===== config.mk =====
export PLATFORM = sky130hd
export DESIGN_NAME = findmax_datapath_flat
export DESIGN_NICKNAME = d
export VERILOG_FILES = /design/src/rtl/findmax_pkg.sv /design/src/rtl/findmax_if.sv /design/src/rtl/findmax_res_buf.sv /design/src/rtl/findmax_datapath.sv /design/src/flat_wrapper.sv
export SDC_FILE = /design/constraint.sdc
export NUM_CORES = 1
export LEC_CHECK = 0
export CAP_MARGIN = 0
export CORE_ASPECT_RATIO = 2
export CORE_MARGIN = 1
export CORE_UTILIZATION = 56
export DETAILED_ROUTE_END_ITERATION = 10
export PLACE_DENSITY_LB_ADDON = 0.25
export SYNTH_ARGS = -nofsm -noshare
export SYNTH_HDL_FRONTEND = slang
export SYNTH_HIERARCHICAL = 1
export SYNTH_SLANG_ARGS = --single-unit

===== constraint.sdc =====
create_clock -name clk -period 3.9 [get_ports clk]
set_input_delay 0.78 -clock clk [delete_from_list [all_inputs] [get_ports clk]]
set_output_delay 0.78 -clock clk [all_outputs]
set_load 0.01 [all_outputs]

===== src/rtl/findmax_pkg.sv =====
// Shared constants and result record layout for the findMax datapath.
package findmax_pkg;

  localparam int unsigned FINDMAX_DATA_W = 8;
  localparam int unsigned FINDMAX_IDX_W  = 8;

  typedef struct packed {
    logic [FINDMAX_DATA_W-1:0] max;
    logic [FINDMAX_IDX_W-1:0]  idx;
    logic [FINDMAX_IDX_W-1:0]  cnt;
    logic                      sat;
  } findmax_res_t;

  localparam int unsigned FINDMAX_RES_W = $bits(findmax_res_t);

endpackage


===== src/rtl/findmax_if.sv =====
// Result bus from the findMax datapath to its downstream consumer (valid/ready).
interface findmax_if #(
  parameter int unsigned DATA_W = 8,
  parameter int unsigned IDX_W  = 8
);

  logic [DATA_W-1:0] res_max;
  logic [IDX_W-1:0]  res_idx;
  logic [IDX_W-1:0]  res_cnt;
  logic              res_sat;
  logic              res_valid;
  logic              res_ready;
  logic              res_ovr;

  modport master (
    output res_max, res_idx, res_cnt, res_sat, res_valid, res_ovr,
    input  res_ready
  );

  modport slave (
    input  res_max, res_idx, res_cnt, res_sat, res_valid, res_ovr,
    output res_ready
  );

endinterface


===== src/rtl/findmax_res_buf.sv =====
// One-entry valid/ready holding register for a flat result record,
// with overwrite-on-load and a sticky overrun flag.
module findmax_res_buf #(
  parameter int unsigned W = 1
) (
  input  logic         clk,
  input  logic         rst_n,
  input  logic         load,
  input  logic [W-1:0] rec_in,
  input  logic         ready,
  output logic [W-1:0] rec_out,
  output logic         valid,
  output logic         ovr
);

  logic [W-1:0] rec_q, rec_d;
  logic         valid_q, valid_d;
  logic         ovr_q, ovr_d;

  always_comb begin
    rec_d   = rec_q;
    valid_d = valid_q;
    ovr_d   = ovr_q;
    if (valid_q && ready) begin
      valid_d = 1'b0;
    end
    // A load wins over a same-cycle accept; only an unaccepted record counts as overrun.
    if (load) begin
      rec_d   = rec_in;
      valid_d = 1'b1;
      if (valid_q && !ready) begin
        ovr_d = 1'b1;
      end
    end
  end

  always_ff @(posedge clk or negedge rst_n) begin
    if (!rst_n) begin
      rec_q   <= '0;
      valid_q <= 1'b0;
      ovr_q   <= 1'b0;
    end else begin
      rec_q   <= rec_d;
      valid_q <= valid_d;
      ovr_q   <= ovr_d;
    end
  end

  assign rec_out = rec_q;
  assign valid   = valid_q;
  assign ovr     = ovr_q;

endmodule


===== src/rtl/findmax_datapath.sv =====
// Running-maximum datapath for the findMax FSM: compare, max/index registers,
// sample counter and result capture. FINDMAX_SIGNED_EN selects signed compare.
module findmax_datapath
  import findmax_pkg::*;
#(
  parameter int unsigned DATA_W = FINDMAX_DATA_W,
  parameter int unsigned IDX_W  = FINDMAX_IDX_W
) (
  input  logic              clk,
  input  logic              rst_n,
  input  logic [DATA_W-1:0] data_in,
  input  logic              start,
  input  logic              ldMax,
  input  logic              done,
  output logic              in_GTR_Max,
  findmax_if.master         res
);

  localparam int unsigned REC_W = DATA_W + 2 * IDX_W + 1;

  logic [DATA_W-1:0] max_q, max_d;
  logic [IDX_W-1:0]  max_idx_q, max_idx_d;
  logic [IDX_W-1:0]  idx_cnt_q, idx_cnt_d;
  logic              sat_q, sat_d;
  logic              active_q, active_d;
  logic              first;
  logic [IDX_W-1:0]  cur_idx;
  logic [REC_W-1:0]  rec_in, rec_out;

`ifdef FINDMAX_SIGNED_EN
  assign in_GTR_Max = $signed(data_in) > $signed(max_q);
`else
  assign in_GTR_Max = data_in > max_q;
`endif

  always_comb begin
    active_d  = start;
    first     = start && !active_q;
    cur_idx   = first ? '0 : idx_cnt_q;
    idx_cnt_d = idx_cnt_q;
    sat_d     = sat_q;
    max_d     = max_q;
    max_idx_d = max_idx_q;
    // Counter holds at all-ones; the sample that would overflow it flags saturation.
    if (first) begin
      idx_cnt_d = IDX_W'(1);
      sat_d     = 1'b0;
    end else if (start) begin
      if (&idx_cnt_q) begin
        sat_d = 1'b1;
      end else begin
        idx_cnt_d = idx_cnt_q + 1'b1;
      end
    end
    if (ldMax && start) begin
      max_d     = data_in;
      max_idx_d = cur_idx;
    end
  end

  always_ff @(posedge clk or negedge rst_n) begin
    if (!rst_n) begin
      max_q     <= '0;
      max_idx_q <= '0;
      idx_cnt_q <= '0;
      sat_q     <= 1'b0;
      active_q  <= 1'b0;
    end else begin
      max_q     <= max_d;
      max_idx_q <= max_idx_d;
      idx_cnt_q <= idx_cnt_d;
      sat_q     <= sat_d;
      active_q  <= active_d;
    end
  end

  assign rec_in = {max_q, max_idx_q, idx_cnt_q, sat_q};

  findmax_res_buf #(
    .W (REC_W)
  ) u_res_buf (
    .clk     (clk),
    .rst_n   (rst_n),
    .load    (done),
    .rec_in  (rec_in),
    .ready   (res.res_ready),
    .rec_out (rec_out),
    .valid   (res.res_valid),
    .ovr     (res.res_ovr)
  );

  assign res.res_max = rec_out[REC_W-1 -: DATA_W];
  assign res.res_idx = rec_out[2*IDX_W -: IDX_W];
  assign res.res_cnt = rec_out[IDX_W -: IDX_W];
  assign res.res_sat = rec_out[0];

endmodule


===== src/flat_wrapper.sv =====
// flat-port wrapper written by rule: the top's interface ports become plain ports
module findmax_datapath_flat import findmax_pkg::*;
#(
  parameter int unsigned DATA_W = FINDMAX_DATA_W,
  parameter int unsigned IDX_W  = FINDMAX_IDX_W
)
  (clk, rst_n, data_in, start, ldMax, done, in_GTR_Max, res_res_max, res_res_idx, res_res_cnt, res_res_sat, res_res_valid, res_res_ovr, res_res_ready);
  findmax_if #(.DATA_W(DATA_W), .IDX_W(IDX_W)) res_i ();
  input  logic clk;
  input  logic rst_n;
  input  logic [DATA_W-1:0] data_in;
  input  logic start;
  input  logic ldMax;
  input  logic done;
  output logic in_GTR_Max;
  output wire logic [$bits(res_i.res_max)-1:0] res_res_max;
  output wire logic [$bits(res_i.res_idx)-1:0] res_res_idx;
  output wire logic [$bits(res_i.res_cnt)-1:0] res_res_cnt;
  output wire logic [$bits(res_i.res_sat)-1:0] res_res_sat;
  output wire logic [$bits(res_i.res_valid)-1:0] res_res_valid;
  output wire logic [$bits(res_i.res_ovr)-1:0] res_res_ovr;
  input wire logic [$bits(res_i.res_ready)-1:0] res_res_ready;
  assign res_res_max = res_i.res_max;
  assign res_res_idx = res_i.res_idx;
  assign res_res_cnt = res_i.res_cnt;
  assign res_res_sat = res_i.res_sat;
  assign res_res_valid = res_i.res_valid;
  assign res_res_ovr = res_i.res_ovr;
  assign res_i.res_ready = res_res_ready;
  findmax_datapath #(.DATA_W(DATA_W), .IDX_W(IDX_W)) u_core (.clk(clk), .rst_n(rst_n), .data_in(data_in), .start(start), .ldMax(ldMax), .done(done), .in_GTR_Max(in_GTR_Max), .res(res_i));
endmodule

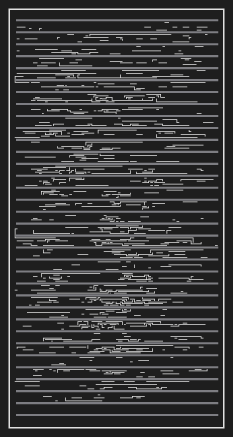
**Above:** run 1 (M1 wires).
Supply wires on this layer in gray.
The longest straight run is 18.4 µm. 221 nets have wire on it. The wires run mostly horizontal.

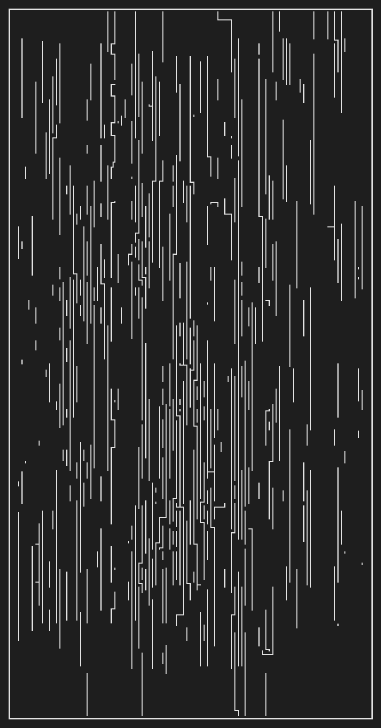
**Above:** run 1 (signal wires on met2).
229 nets have wire on it. The wires run mostly vertical.

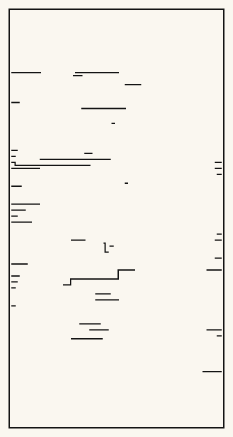
**Above:** run 1 (met3 routing).
The longest straight run is 17.0 µm. The layer carries 170 µm of wire. 36 nets have wire on it.

==> deck_impl_summary.md, run 1 <==
Key Metrics from the Run

Setup path
  – Critical-path cell list: clkdlybuf4s50_1, ha_1, a211oi_1, nor2_1, o31a_1, clkdlybuf4s50_1
  – Type of the setup path with the least slack: in -> out
  – Required time reported for the critical path endpoint: approximately 3100 ps
  – First element of the critical path: data_in[5]
  – Worst reg2reg startpoint: u_core/idx_cnt_q[0]
  – Most common cell on crit path: sky130_fd_sc_hd__clkdlybuf4s50_1

Layout
  – Max FFs per register: 25
  – Final instance count without filler cells: between 200 and 300
  – Layout area overhead: 21.5%
  – Fraction of area in clock buffers and inverters: 0.0410
  – Fraction of layout cells with a size suffix above 1: 0.195
  – Most frequent logic cell in the layout: sky130_fd_sc_hd__dfrtp_1

Logic synthesis
  – Number of standard cells reported by yosys: 189
  – Most common reg cell: sky130_fd_sc_hd__dfrtp_1
  – Most frequent cell after synthesis: sky130_fd_sc_hd__dfrtp_1
  – Post-Synth Simple-Gate Area: 0.0918
  – Synth Instances: about 190
  – Share of synthesized area occupied by flip-flops and latches: 0.550
  – Compound-Gate Fraction of Synth Area: 0.0737
  – Count of yosys warnings during synthesis: 6
  – Library cell occupying the most area in the post-synthesis netlist: sky130_fd_sc_hd__dfrtp_1
  – Synthesized registers: 53

Min path
  – Hold Startpoint: u_core/u_res_buf/ovr
  – Worst Hold Class: reg -> reg

Run status
  – Outcome: complete, no violations

Routing
  – Detailed-routing iteration count for the pre-antenna-repair pass: 5
  – Total number of vias: roughly 1,600
  – Detailed-route wire length on metal 1: around 1.7 mm
  – Routed wire per std cell: ~16 µm

Floorplan
  – Total number of tap cells: roughly 52
  – Ports placed on the boundary: between 40 and 50

Power and ir drop
  – Power consumed by combinational cells: between 0.2 and 0.25 mW
  – Overall Power: between 1 and 1.5 mW
  – Power density over cell area: around 430 nW/µm²
  – Relative contribution of the clock network to total power: 0.302
  – Maximum ir drop on the vdd rail: approximately 300 µV

Global route
  – Maximum number of pins on one net before global-route repair: between 50 and 60
  – Global-route wire length before repair: roughly 7.3 mm
  – Grt ovf: 0

Clock network
  – Library cell used as clock root buffer: sky130_fd_sc_hd__clkbuf_8
  – Number of H-tree levels: 2
  – Clock buffers created by TritonCTS: 5
  – CTS tree: yes
  – Number of gates given a new drive strength after cts: 0

STA
  – Sum Neg Setup Slack: 0 ps
  – FMAX: about 290 MHz

Place
  – Placement Cell Area: between 2000 and 3000 µm²
  – Estimated wirelength of the detail-placed design: ~3.3 mm
--- run 2 (diff from run 1) ---
- CORE_UTILIZATION: 56 -> 58
- CTS_BUF_LIST: not set -> sky130_fd_sc_hd__clkbuf_8
==> deck_impl_summary.md, run 2 <==
Key Metrics from the Run

Power and ir drop
  – Maximum ir drop on the vdd rail: 331 µV (+11%)
  – Overall Power: 1.24 mW (-1.4%)
  – Relative contribution of the clock network to total power: 0.290 (-0.012)
  – Power consumed by combinational cells: 0.233 mW (about the same)

Logic synthesis
  – Synthesized registers: 53 (unchanged)
  – Number of standard cells reported by yosys: 189 (unchanged)
  – Most common reg cell: sky130_fd_sc_hd__dfrtp_1
  – Post-Synth Simple-Gate Area: 0.0918 (unchanged)
  – Share of synthesized area occupied by flip-flops and latches: 0.550 (unchanged)
  – Most frequent cell after synthesis: sky130_fd_sc_hd__dfrtp_1

Clock network
  – Number of gates given a new drive strength after cts: 0 (unchanged)
  – Clock buffers created by TritonCTS: 5 (unchanged)
  – CTS tree: yes
  – Number of H-tree levels: 2 (unchanged)

Layout
  – Final instance count without filler cells: 282 (-0.35%)
  – Fraction of area in clock buffers and inverters: 0.0355 (-0.00543)
  – Most frequent logic cell in the layout: sky130_fd_sc_hd__dfrtp_1
  – Max FFs per register: 25 (unchanged)

Global route
  – Global-route wire length before repair: 7.95 mm (+9.2%)
  – Grt ovf: 0 (unchanged)
  – Maximum number of pins on one net before global-route repair: 54 (unchanged)

Floorplan
  – Ports placed on the boundary: 42 (unchanged)
  – Total number of tap cells: 51 (-1.9%)

Setup path
  – Worst reg2reg startpoint: u_core/idx_cnt_q[0]
  – Type of the setup path with the least slack: in -> out
  – Required time reported for the critical path endpoint: 3120 ps (about the same)
  – Critical-path cell list: clkdlybuf4s50_1, ha_1, a211oi_1, nor2_1, o31a_1, clkdlybuf4s50_1
  – First element of the critical path: data_in[5]

Min path
  – Hold Startpoint: u_core/u_res_buf/ovr
  – Worst Hold Class: reg -> reg

Run status
  – Outcome: complete, no violations

Routing
  – Detailed-routing iteration count for the pre-antenna-repair pass: 4 (-1)
  – Total number of vias: 1,565 (-2.2%)
  – Routed wire per std cell: 16.6 µm (+5.3%)

STA
  – FMAX: 296 MHz (+0.49%)
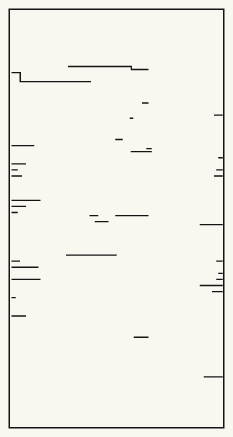
**Above:** run 2 (met3 routing).
The layer holds 2.9% of the routed length. The wires run mostly horizontal. The layer carries 134 µm of wire. 29 nets have wire on it. The longest straight run is 15.6 µm.

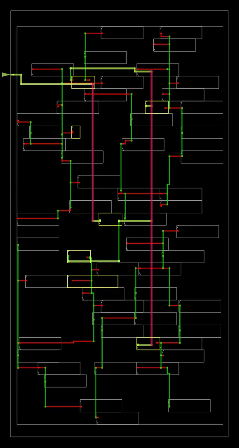
**Above:** run 2 (clock wiring as the flow saved it).
Clock Buffer Count: 5
total clock network power: 0.359 mW
num sequential: 53
later-pin clock latency in the skew report: 310 ps

Power is estimated from default activity; no workload was simulated.
